==> images/gate_families.png <==
Bar = 20 um.
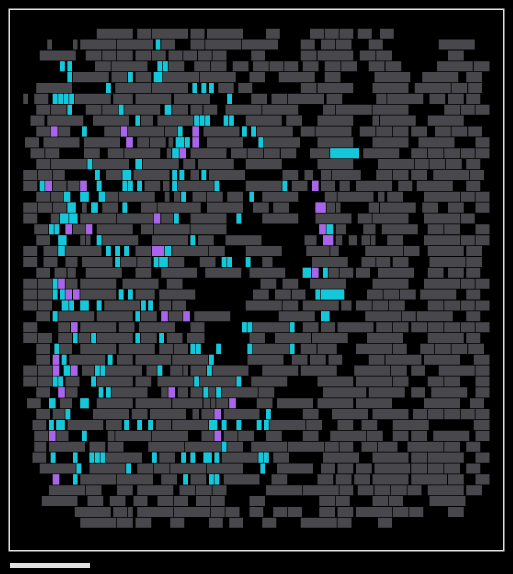
==> images/registers.png <==
Bar = 20 um.
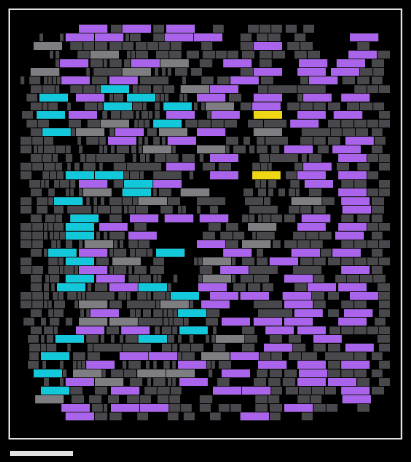
==> images/pins.png <==
Pins as bars across the die edge, other pins in grey.
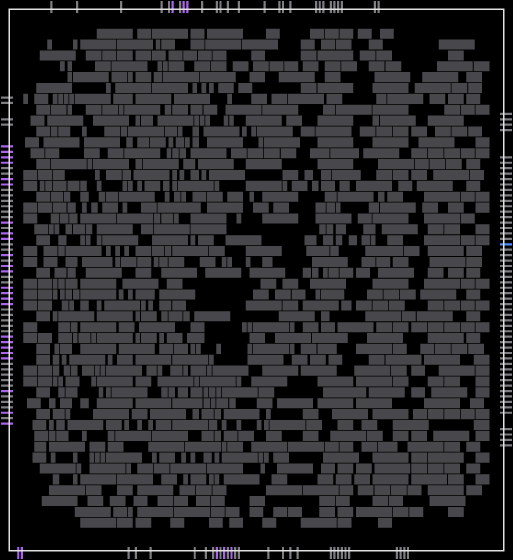
==> images/final_clocks.png <==
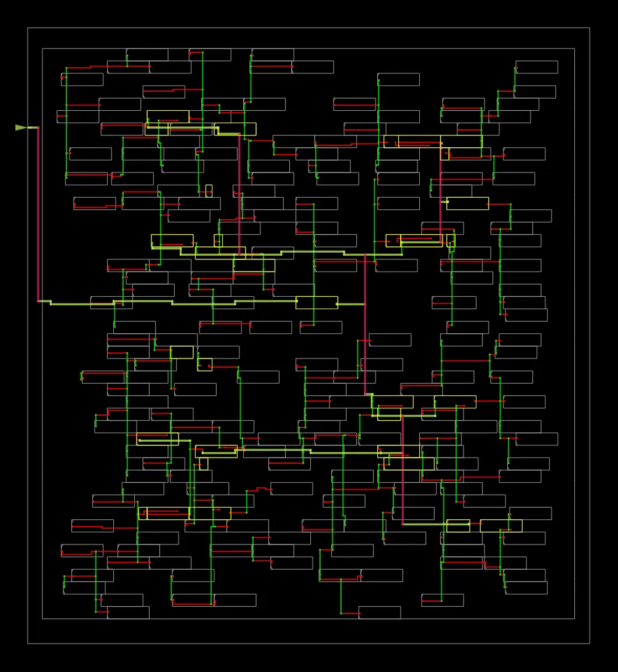
==> images/metal_stack.png <==
Only two layers are drawn.
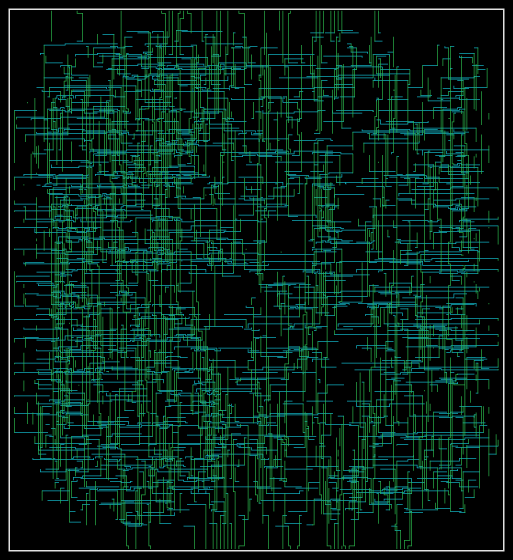
==> config.mk <==
export PLATFORM = sky130hd
export DESIGN_NAME = fetch_sequencer
export DESIGN_NICKNAME = d
export VERILOG_FILES = /design/src/rtl/proc_pkg.sv /design/src/rtl/fetch_fifo.sv /design/src/rtl/fetch_sequencer.sv
export SDC_FILE = /design/constraint.sdc
export NUM_CORES = 1
export LEC_CHECK = 0
export CAP_MARGIN = 30
export CORE_ASPECT_RATIO = 1.1
export CORE_MARGIN = 3
export CORE_UTILIZATION = 56
export DETAILED_ROUTE_END_ITERATION = 7
export PLACE_DENSITY = 0.84
export SLEW_MARGIN = 40
export SYNTH_ARGS = -nofsm -noshare
export SYNTH_HDL_FRONTEND = slang
export SYNTH_SLANG_ARGS = --single-unit
==> constraint.sdc <==
create_clock -name clk -period 9.2 [get_ports clk]
set_input_delay 1.38 -clock clk [delete_from_list [all_inputs] [get_ports clk]]
set_output_delay 1.38 -clock clk [all_outputs]
set_load 0.02 [all_outputs]
==> src/rtl/proc_pkg.sv <==
// Shared types and widths for the instruction-fetch front end.
package proc_pkg;
   localparam int XLEN        = 32;
   localparam int INSTR_BYTES = 4;

   typedef enum logic [1:0] {
      IDLE,
      FETCH,
      WAIT,
      FLUSH
   } fetch_state_t;
endpackage

==> src/rtl/fetch_fifo.sv <==
// Instruction buffer of DEPTH {pc, instr} entries; clear wins over push/pop.
module fetch_fifo #(
   parameter int DEPTH = 2,
   parameter int WIDTH = 64
) (
   input  logic                   clk,
   input  logic                   boot,
   input  logic                   push,
   input  logic                   pop,
   input  logic                   clear,
   input  logic [WIDTH-1:0]       din,
   output logic [WIDTH-1:0]       dout,
   output logic                   full,
   output logic                   empty,
   output logic [$clog2(DEPTH):0] count
);
   localparam int AW = $clog2(DEPTH);

   logic [WIDTH-1:0] mem [DEPTH];
   logic [AW-1:0]    wr_ptr;
   logic [AW-1:0]    rd_ptr;
   logic             do_push;
   logic             do_pop;

   assign do_pop  = pop && !empty;
   assign do_push = push && (!full || do_pop);
   assign full    = (count == (AW+1)'(DEPTH));
   assign empty   = (count == '0);
   assign dout    = mem[rd_ptr];

   always_ff @(posedge clk or posedge boot) begin
      if (boot) begin
         wr_ptr <= '0;
         rd_ptr <= '0;
         count  <= '0;
         for (int i = 0; i < DEPTH; i++) mem[i] <= '0;
      end else if (clear) begin
         wr_ptr <= '0;
         rd_ptr <= '0;
         count  <= '0;
      end else begin
         if (do_push) begin
            mem[wr_ptr] <= din;
            wr_ptr      <= wr_ptr + 1'b1;
         end
         if (do_pop) rd_ptr <= rd_ptr + 1'b1;
         case ({do_push, do_pop})
            2'b10:   count <= count + (AW+1)'(1);
            2'b01:   count <= count - (AW+1)'(1);
            default: count <= count;
         endcase
      end
   end
endmodule

==> src/rtl/fetch_sequencer.sv <==
// Instruction-fetch controller: PC, single-outstanding imem requests, redirect and buffering.
// Optional FETCH_PERF_CNT_EN adds saturating stall_cnt / flush_cnt outputs.
//
// state | meaning
// IDLE  | one cycle after boot, no request
// FETCH | request imem at pc while buffer has room
// WAIT  | one request outstanding, response is pushed
// FLUSH | one request outstanding, response is stale and dropped
module fetch_sequencer
   import proc_pkg::*;
#(
   parameter logic [XLEN-1:0] BOOT_PC   = 32'h0000_0000,
   parameter int              BUF_DEPTH = 2
) (
   input  logic            clk,
   input  logic            boot,
   output logic            imem_req,
   output logic [XLEN-1:0] imem_addr,
   input  logic            imem_ready,
   input  logic            imem_rvalid,
   input  logic [XLEN-1:0] imem_rdata,
   input  logic            br_taken,
   input  logic [XLEN-1:0] br_target,
   input  logic            dec_stall,
   output logic [XLEN-1:0] ir,
   output logic [XLEN-1:0] ir_pc,
   output logic            ir_valid
`ifdef FETCH_PERF_CNT_EN
   ,
   output logic [31:0]     stall_cnt,
   output logic [31:0]     flush_cnt
`endif
);
   localparam int CW = $clog2(BUF_DEPTH) + 1;

   fetch_state_t      state, state_nxt;
   logic [XLEN-1:0]   pc, pc_nxt, req_pc;
   logic              accept, outstanding;
   logic              push, pop, clear;
   logic              fifo_full, fifo_empty;
   logic [CW-1:0]     fifo_count;
   logic [2*XLEN-1:0] fifo_dout;

   assign accept    = imem_req && imem_ready;
   assign pop       = ir_valid && !dec_stall && !br_taken;
   assign imem_addr = pc;
   assign ir_valid  = !fifo_empty;
   assign ir        = fifo_dout[XLEN-1:0];
   assign ir_pc     = fifo_dout[2*XLEN-1:XLEN];

   always_comb begin
      state_nxt   = state;
      pc_nxt      = pc;
      imem_req    = 1'b0;
      push        = 1'b0;
      clear       = 1'b0;
      outstanding = 1'b0;
      case (state)
         IDLE:  state_nxt = FETCH;
         FETCH: begin
            // nothing is outstanding in FETCH, so occupancy alone decides room
            imem_req = (fifo_count < CW'(BUF_DEPTH));
            if (imem_req && imem_ready) begin
               state_nxt = WAIT;
               pc_nxt    = pc + XLEN'(INSTR_BYTES);
            end
         end
         WAIT: if (imem_rvalid) begin
            push      = !fifo_full || pop;
            state_nxt = FETCH;
         end
         FLUSH: if (imem_rvalid) state_nxt = FETCH;
         default: state_nxt = IDLE;
      endcase
      if (br_taken) begin
         clear       = 1'b1;
         push        = 1'b0;
         pc_nxt      = br_target & ~XLEN'(3);
         outstanding = (state == FETCH && imem_req && imem_ready) ||
                       ((state == WAIT || state == FLUSH) && !imem_rvalid);
         state_nxt   = outstanding ? FLUSH : FETCH;
      end
   end

   always_ff @(posedge clk or posedge boot) begin
      if (boot) begin
         state  <= IDLE;
         pc     <= BOOT_PC;
         req_pc <= '0;
      end else begin
         state <= state_nxt;
         pc    <= pc_nxt;
         if (accept) req_pc <= pc;
      end
   end

   fetch_fifo #(.DEPTH(BUF_DEPTH), .WIDTH(2*XLEN)) u_fifo (
      .clk   (clk),
      .boot  (boot),
      .push  (push),
      .pop   (pop),
      .clear (clear),
      .din   ({req_pc, imem_rdata}),
      .dout  (fifo_dout),
      .full  (fifo_full),
      .empty (fifo_empty),
      .count (fifo_count)
   );

`ifdef FETCH_PERF_CNT_EN
   always_ff @(posedge clk or posedge boot) begin
      if (boot) begin
         stall_cnt <= '0;
         flush_cnt <= '0;
      end else begin
         if (ir_valid && dec_stall && stall_cnt != '1) stall_cnt <= stall_cnt + 32'd1;
         if (br_taken && flush_cnt != '1) flush_cnt <= flush_cnt + 32'd1;
      end
   end
`endif
endmodule

==> run summary <==
Summary of the current implementation state.

- The run finished with clean final reports.
- The root buffer cell chosen for the clock tree is sky130_fd_sc_hd__clkbuf_16.
- Looking at the critical path, the single cell with the biggest stage delay is sky130_fd_sc_hd__dfrtp_2.
- The share of power burned in combinational logic is 0.284, for reference.
- The post-synthesis cell area is approximately 8500 sq um, for reference.
- The cell resize tally after clock tree synthesis is 0, for reference.
- The detailed route wirelength on metal3 is about 1.2 mm, for reference.
- The worst hold path depth is 2, for reference.
- The tally of yosys warning messages is 0, for reference.
- The first global-routing pass estimated just over 30 mm of wire.
- The floorplan step defined a core boundary enclosing 14600 sq um.
- Looking at the clock tree report, the H-tree level count equals 4.
- The starting utilization of the core area is 0.581, for reference.
- The detailed router reported a total wirelength of approximately 19 mm.
- For reference, the top cells by area after synthesis are sky130_fd_sc_hd__dfrtp_1, sky130_fd_sc_hd__mux2_2, sky130_fd_sc_hd__nand2_1, sky130_fd_sc_hd__xor2_1, sky130_fd_sc_hd__o21ai_0.
- The TritonCTS clock tree is built, for reference.
- For reference, the post-synthesis area per instance comes to about 12 sq um.
- The via count of the first global-routing pass is between 6000 and 7000, for reference.
- In this run the top signal layer used is met4.
- The total overflow left after global routing is 0.
- CTS reports a maximum clock tree buffer depth of 2.
- The final critical-path share of the clock period is 0.452, for reference.
- The top contributor to total power is registers, for reference.
- The layout report lists the non-clock buffer share of cell area as 0.156.
- Entering global routing, the biggest net connects 112 pins.
- The share of synthesized area in the top cell type comes to 0.560.
- Detailed-route iteration 0 reported a violation count of 314.
- The type of the worst setup path is flip-flop to output pin, for reference.
- Per the Yosys statistics, synthesis produced approximately 680 cells.
- Per the final report, the share of cell area in clock cells is 0.0550.
- Per the synthesis report, the adder-cell share of the synthesized area is 0.00147.
- The die boundary height is about 140 um, for reference.
- The report shows a maximum critical-path fanout of approximately 40.
- The met2 wirelength from detailed routing is slightly above 9 mm, for reference.
- More flip-flops sit in one register than any other, and that register is u_fifo.mem.
- STA classifies the critical path startpoint as a flip-flop.
- The met3 track demand over resource in global routing is 0.0716, for reference.
- The most used flip-flop cell is sky130_fd_sc_hd__dfrtp_1, for reference.
- Of all flip-flops after synthesis, the portion carrying an async set or reset was 1.00.
- On the reported timing paths, the clock transition at the registers reads 0.07 ns.
- Clock tree synthesis inserted a total of 17 buffers.
- For met1 alone, demand over resource in global routing was 0.298.
- According to the floorplan report, the die width is around 120 um.
- The number of buffers added for setup after CTS is 0, for reference.
- Port buffering added between 150 and 200 buffers.
- The simple-gate area share of the yosys netlist is 0.103, for reference.
- The total of plain and repair buffers excluding clock buffers is 169, for reference.
- Across the routed clock network, the largest skew measured is between 0.007 and 0.008 ns.
- The post-synth count of flops with an enable pin is 0.
- The logic area is between 3000 and 4000 sq um, for reference.
- The script computed the net switching share of total power as 0.291.
- The synthesized instance count is 682, for reference.
- The logic depth of the worst path, buffers included is 3, for reference.
- The number of nets in the final layout is 902, for reference.
- Ranked by instance count, the synthesized netlist is headed by sky130_fd_sc_hd__dfrtp_1, sky130_fd_sc_hd__mux2_2, sky130_fd_sc_hd__nand2_1.
- The layout has between 900 and 1000 filler cells.
- The largest family of logic cells by area is multiplexers, for reference.
- The max-slew violation total from the final report is 0, for reference.
- The fraction of met2 tracks used by global routing is 0.386, for reference.
- The required time reported for the critical path endpoint is between 7 and 8 ns, for reference.
- The peak ir drop on the vdd network is ~0.00013 V, for reference.
- The type recorded for the worst min-delay path is flip-flop to flip-flop.
- Across the run, the number of max-cap violations was 0.
- The cell-mix breakdown from Yosys lists the compound-gate area share as 0.0217.
- Checking max transition, the worst relative margin is 0.511.
- The tally of unique sky130hd cells used after synthesis is 36, for reference.
- On the worst path, the slowest cell contributes a delay of around 0.74 ns.
- For this run, the top clock speed supported by timing is around 0.24 GHz.
- The count of nets left with antenna violations once routing finished came out at 0.
- Yosys instantiated no cell more often than sky130_fd_sc_hd__dfrtp_1.
- The DRC violation total left in the routed layout is recorded as 0.
- The power report lists the combinational group at between 700 and 800 uW.
- Data on the critical path arrives at its endpoint at between 2 and 3 ns.
- The post-synth register bit count is ~190.
- In the layout the commonest cells are sky130_fd_sc_hd__dfrtp_1, sky130_fd_sc_hd__mux2_2, sky130_fd_sc_hd__clkdlybuf4s50_1.
- Per the synthesis report, the dominant area consumer among library cells is sky130_fd_sc_hd__dfrtp_1.
- The layout summary lists the proportion of cells stronger than drive strength 1 as 0.284.
- The post-DP HPWL is about 12 mm, for reference.
- The overall power of the completed layout is 2550 uW, for reference.
- The flip-flop count of the largest register, all copies and words added is approximately 120, for reference.
- The post-synthesis xor/xnor area fraction is 0.0320, for reference.
- The number of logic gates is 449, for reference.
- The internal power summed over all cells is between 1500 and 2000 uW, for reference.
- The final timing report lists a hold violation count of 0.
- The number of iterations in the first detailed-routing pass is 4, for reference.
- The design received a total of roughly 190 well taps at floorplan.
- The total of hold buffers inserted after clock tree synthesis is 0, for reference.
- The tally of OpenROAD warnings is 30, for reference.
- Setup repair after global routing left no endpoint under its margin.
- The routed design shows a via density per instance of roughly 5.5.
- STA classifies the critical path endpoint as an output pin.
- The share of total power dissipated in sequential elements is 0.430.
- The sequential area share after synthesis is 0.560, for reference.
- In the finished layout, the clock tree contains a buffer count of 22.
- The area of the die is about 17000 sq um, for reference.
- The routed layout has between 5000 and 6000 vias.
- The cell family with the largest share of critical-path delay is buffers and inverters, for reference.
- The clock power share is 0.286, for reference.
- The cell area power density is between 200 and 250 nW/um^2, for reference.
- In the final timing run, aggregate negative setup slack is 0 ns.
- The leakage power summed over all cells is approximately 0.005 uW, for reference.
- After detailed routing, the wire length on met1 is about 8 mm.
- Per the layout report, the design carries 4 non-clock inverters.
- The depth of the most critical reg-to-reg path is 7, for reference.
- The timing report notes that buffer and inverter cells on the critical path total 2.
- The peak-usage layer in the global routing report is met2, for reference.
- The repair_antennas step left the layout with diodes totalling 0.
- The synthesized chip area reported by yosys is 8490 sq um, for reference.
- After synthesis, the share of cell area in mux cells is 0.251.
- The routability-driven placement congestion ratio is ~0.86, for reference.
- The cell group occupying the most layout area is sequential cells, for reference.
- In this run, power in the clock network comes to roughly 730 uW.
- Walking the worst path, the cells encountered are buf_4 > mux2_2 > clkdlybuf4s50_1.
- The area growth from synthesis to layout is 27.6%.
- The switching power of the nets is approximately 740 uW, for reference.
- The final setup violation count is 0, for reference.
- The floorplan report gives the top-level pin count as 168.
- The actual transition at the worst max-transition pin is 0.733 ns, for reference.
- The initial antenna violation count came to 0.
- The row count is 46, for reference.
- The time the final worst path needs with I/O delays and setup is between 4 and 5 ns, for reference.
Notes on gate_families.png above:
legend:
  purple:
    family: inverting AOI/OAI gates
    cells: 33
  cyan:
    family: NAND gates
    cells: 162
commonest non-fill, non-tap cell in the layout: sky130_fd_sc_hd__dfrtp_1
logic share of the area: 0.326

Notes on registers.png above:
legend:
  yellow:
    netlist_name: u_fifo.count
    sequential_cells: 2
  cyan:
    netlist_name: imem_addr
    sequential_cells: 30
  purple:
    netlist_name: u_fifo.mem
    sequential_cells: 124
    where: spread over the die
not coloured: 34
sequential power: 1100 uW
sequential cell area: 4760 sq um
Seq area share: 0.439

Notes on pins.png above:
legend:
  purple:
    port: br_target
    pins: 32
    direction: input
    edge: 24 left, 5 bottom, 3 top
  blue:
    port: dec_stall
    pins: 1
    direction: input
    edge: right

Notes on final_clocks.png above:
clk sink count: 190
total number of sequential cells: 190
clock latency on the worst-skew pair: 0.42 ns

Notes on metal_stack.png above:
legend:
  green:
    layer: met2
    wire_length: 9340 um
  cyan:
    layer: met1
    wire_length: 8030 um
mean routed wirelength per cell: 18.1 um
global router's overall resource usage: 0.233

through the flow:
stage	std cells	worst slack, ns	util	area [sq um]	hold WS [ns]
after floorplan	685	2.65	-	8500	0.458
after global placement	1002	5.31	0.697	10200	0.473
after detailed placement	1003	5.27	0.699	10200	0.481
after CTS	1035	5.02	0.740	10800	0.499
after global routing	1036	4.94	0.741	10800	0.515
final	1036	5.04	0.741	10800	0.500
final timing paths:
| kind | slack (ns) | startpoint | to |
|---|---|---|---|
| min in group asynchronous | 1.52 | boot | u_fifo.mem[79] |
| max in group asynchronous | 6.50 | boot | u_fifo.mem[53] |
| max reg2reg | 6.66 | state[1] | u_fifo.mem[109] |
| max | 5.04 | u_fifo.rd_ptr | ir_pc[16] |
| min reg2reg | 0.50 | req_pc[25] | req_pc[25] |
| min | 0.50 | req_pc[25] | req_pc[25] |
Power and IR drop assume default switching activity.
